==> config.mk <==
export PLATFORM = sky130hd
export DESIGN_NAME = rate_tick_gen
export DESIGN_NICKNAME = d
export VERILOG_FILES = /design/src/rtl/rate_tick_pkg.sv /design/src/rtl/rate_half_lut.sv /design/src/rtl/rate_tick_gen.sv
export SDC_FILE = /design/constraint.sdc
export NUM_CORES = 1
export LEC_CHECK = 0
export CELL_PAD_IN_SITES_DETAIL_PLACEMENT = 0
export CELL_PAD_IN_SITES_GLOBAL_PLACEMENT = 1
export CORE_UTILIZATION = 51
export CTS_BUF_LIST = sky130_fd_sc_hd__clkbuf_8
export DETAILED_ROUTE_END_ITERATION = 6
export GPL_TIMING_DRIVEN = 0
export PLACE_DENSITY_LB_ADDON = 0.1
export SLEW_MARGIN = 20
export SYNTH_ARGS = -nofsm -noshare
export SYNTH_HDL_FRONTEND = slang
export SYNTH_SLANG_ARGS = --single-unit
==> constraint.sdc <==
create_clock -name clk_in -period 6.1 [get_ports clk_in]
set_clock_uncertainty 0.05 [all_clocks]
set_input_delay 1.22 -clock clk_in [delete_from_list [all_inputs] [get_ports clk_in]]
set_output_delay 1.22 -clock clk_in [all_outputs]
set_load 0.02 [all_outputs]
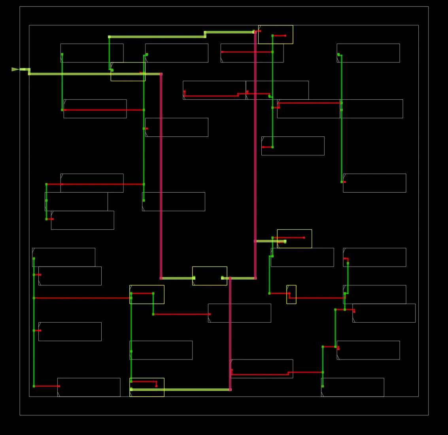
Fig. 1. The clock network (run 1).
number of buffers inserted during clock tree synthesis: 5
Clock buffer cells: 6
clock latency on the worst-skew pair: 0.28 ns

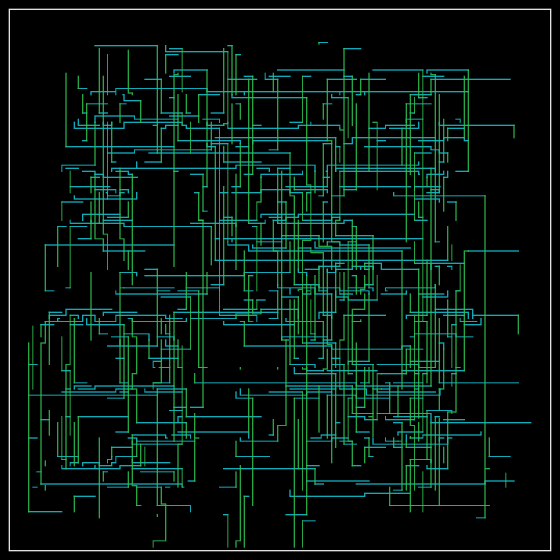
Fig. 2. Metal layers overlaid (run 1).
Only two layers are drawn.
cyan -> met1  # wire length 1,560 um
green -> met2  # wire length 1,740 um
overall via count from detail_route: 1,346
aggregate global-route resource usage: 23.94%
WL per Instance: 14.14 um

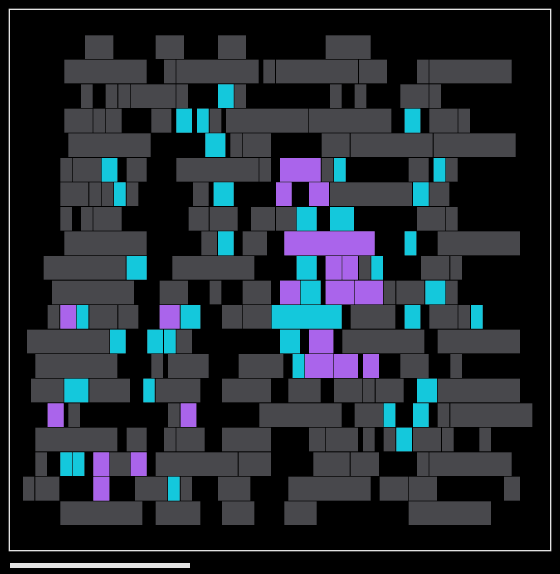
Fig. 3. Gate-type map (run 1).
Scale bar: 20 um.
cyan -> NAND gates  # cells 39, most used nand2_1
purple -> inverting AOI/OAI gates  # cells 20, most used a21oi_1
fin cells: 247
most used logic cell in the final layout: sky130_fd_sc_hd__nor2_1

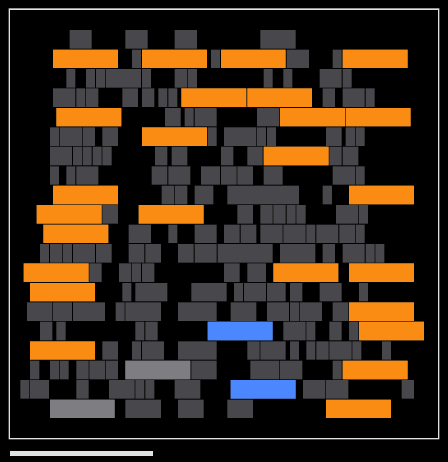
Fig. 4. Register map, names as in the netlist (run 1).
Scale bar: 20 um.
orange -> r_cnt  # sequential cells 25, where all over the die
blue -> active_rate  # sequential cells 2
area of all sequential standard cells: 725.7 um^2
Seq power: 0.000198 W

==> flow_summary.json <==
{
  "outcome": "finished, final reports clean",
  "comb-cell-share_pct": 46.75,
  "sh_seq_area_pct": 37.71,
  "inverters_excl_clock": 7,
  "area_dominant_class": "multi-input combinational cells",
  "worst_hold_slack_ns": 0.5092,
  "syn_area_um2": 1708,
  "setup.reg_to_reg.worst_slack_ns": 3.80,
  "non_clock_buffer_area_share_pct": 6.827,
  "post_synth_edffs": 0,
  "number_of_global_route_vias_before_repair": 1347,
  "tightest_slew_ns": 0.6441,
  "power.switching_fraction_pct": 24.08,
  "layout_top_cells": "sky130_fd_sc_hd__nor2_1, sky130_fd_sc_hd__dfrtp_1, sky130_fd_sc_hd__nand2_1, sky130_fd_sc_hd__xnor2_1, sky130_fd_sc_hd__nand3_1",
  "timing_worst_setup_path_type": "in2reg",
  "multiInputGateArea_um2": 899.6,
  "syn_nets": 196,
  "first_iter_violations": 31,
  "timing.critical_path.arrival_ns": 3.11,
  "largest_register_ff_count": 25,
  "dp_hpwl_um": 2579,
  "holdBufCountCts": 0,
  "kind_of_capture_point_of_the_worst_setup_path": "flop",
  "clkCellAreaFrac_pct": 4.486,
  "synth-async-reset-ratio_pct": 100.0,
  "antenna_left": 0,
  "tritoncts": "yes",
  "cells_in_synth_stat_txt": 188,
  "grt_pass1_wl_um": 6044,
  "main_area_contributors_after_synthesis": "sky130_fd_sc_hd__dfrtp_1, sky130_fd_sc_hd__xnor2_1, sky130_fd_sc_hd__nor2_1, sky130_fd_sc_hd__xor2_1, sky130_fd_sc_hd__nand2_1",
  "routed_wirelength_um": 3493,
  "die.size.x_um": 59.87,
  "setup-violations-final": 0,
  "drt_first_pass_iters": 4,
  "diodes": 0,
  "initCoreUtil_pct": 55.04,
  "cp_data_required_time_ns": 6.22,
  "placementRows": 20,
  "synth-seq-cells": 29,
  "sequential_cell_fraction_of_total_power_pct": 50.2,
  "fill_cells": 299,
  "cts.sink_count": 29,
  "stage_log_warnings": 26,
  "top_area_cell": "sky130_fd_sc_hd__dfrtp_1",
  "cts_post_setup_buffers_inserted": 0,
  "gr-total-overflow": 0,
  "power_per_cell_area_nw_per_um2": 204.8,
  "post-route-min-period_ns": 2.997,
  "cellLeakagePower_nw": 0.7811,
  "clockPowerShare_pct": 40.2,
  "detail_route.drc_violations": 0,
  "htreeDepth": 2,
  "timing.fmax_mhz": 333.7,
  "cts_resized": 0,
  "synth.top_cells.by_count": "sky130_fd_sc_hd__nor2_1, sky130_fd_sc_hd__dfrtp_1, sky130_fd_sc_hd__nand2_1, sky130_fd_sc_hd__xnor2_1, sky130_fd_sc_hd__nand3_1",
  "clkSlewWorstSetupHoldPaths_ns": 0.06,
  "synthesis.area_per_instance_um2": 9.085,
  "synthesis.instances": 188,
  "intPower_w": 0.0002992,
  "worst_r2r_path_depth": 7,
  "rsz0062_at_grt": "no",
  "timing.max_slew.rel_slack_pct": 57.06,
  "synth_sequential_area_ratio_pct": 42.49,
  "antenna_found_initial": 0,
  "comb_power_share_pct": 9.6,
  "yosysMostFrequentCell": "sky130_fd_sc_hd__nor2_1",
  "tapcell.inserted": 44,
  "crit_fanout": 6,
  "drv.max_cap_violation_count": 0,
  "maximum_number_of_buffers_from_clock_root_to_sink": 2,
  "design.die.area_um2": 3584,
  "globalplace.congestion": 0.8482,
  "report.final.slew_viol_count": 0,
  "synth_largest_type_area_fraction_pct": 42.49,
  "nonClockBufferCount": 19,
  "flops": 29,
  "buffer_ports.inserted": 8,
  "placeableCoreArea_um2": 3103,
  "synth.yosys.chip_area_um2": 1708,
  "area_growth_syn_to_layout_pct": 12.67,
  "timing.setup.tns_ns": 0,
  "vias_per_cell": 5.449,
  "multi_input_comb_cells": 141,
  "synth.distinct_cells": 42,
  "num_io_pins": 11,
  "root_buffer": "sky130_fd_sc_hd__clkbuf_8",
  "final-hold-violation-count": 0,
  "p_sw_w": 0.00009490,
  "grt_start_max_net_pins": 30,
  "timing.critical_path.from_type": "input port",
  "timing.final.crit_share_pct": 49.13,
  "drive_above_1_share_pct": 8.867,
  "layout.nets": 211,
  "synth.yosys.warnings": 0,
  "die.size.y_um": 59.87,
  "min-delay-path-class": "reg2reg",
  "ir_drop_worst_case_vdd_mv": 0.1292,
  "holdPathStages": 2,
  "flop_cell": "sky130_fd_sc_hd__dfrtp_1"
}
## run 1: critical path, stage by stage
cell and delay [ns]:
sky130_fd_sc_hd__clkdlybuf4s50_1 0.49, sky130_fd_sc_hd__nand2b_1 0.12, sky130_fd_sc_hd__nor3b_2 0.48, sky130_fd_sc_hd__nand4_1 0.33, sky130_fd_sc_hd__nor3_1 0.27, sky130_fd_sc_hd__xnor2_1 0.15
sky130_fd_sc_hd__nor2_1 0.05
## run 1: cell families after synthesis
logic type,after synthesis,synth area share (%)
multiplexers,2,1.758
adder cells (fa/ha/maj),1,0.7325
AND/OR/NAND/NOR,93,28.86
buffers and inverters,18,4.835
other,1,0.2196
flip-flops,29,42.49
XOR/XNOR,22,11.28
AND-OR/OR-AND,22,9.817
## run 1: power by group through the flow
| stage | sequential (W) | combinational, W | clock [W] |
|---|---|---|---|
| after detailed placement | 0.000201 | 0.0000382 | 0 |
| final | 0.000198 | 0.0000378 | 0.000158 |
| after global routing | 0.000198 | 0.0000422 | 0.000169 |
| after CTS | 0.000198 | 0.0000383 | 0.000163 |
| after global placement | 0.000201 | 0.0000372 | 0 |
| after floorplan | 0.000203 | 0.0000216 | 0 |
## run 1: through the flow
step	setup WS, ns	area, um^2	instances	power (W)	util (%)
2_1_floorplan	3.478	1708	188	0.0002243	-
3_3_place_gp	2.905	1843	240	0.0002384	59.40
3_5_place_dp	2.803	1838	240	0.0002395	59.23
4_1_cts	3.096	1924	247	0.0003993	62.02
5_1_grt	2.970	1924	247	0.0004097	62.02
6_report	3.103	1924	247	0.0003941	62.02
## run 1: layer usage
layer	global-route usage (%)	vias up	wire length (um)
li1	-	664	-
met1	27.76	659	1556
met2	39.68	16	1735
met3	6.710	7	118
met4	13.29	0	82
met5	0	-	0
No activity file was given, so power comes from the tool's default toggle rates.
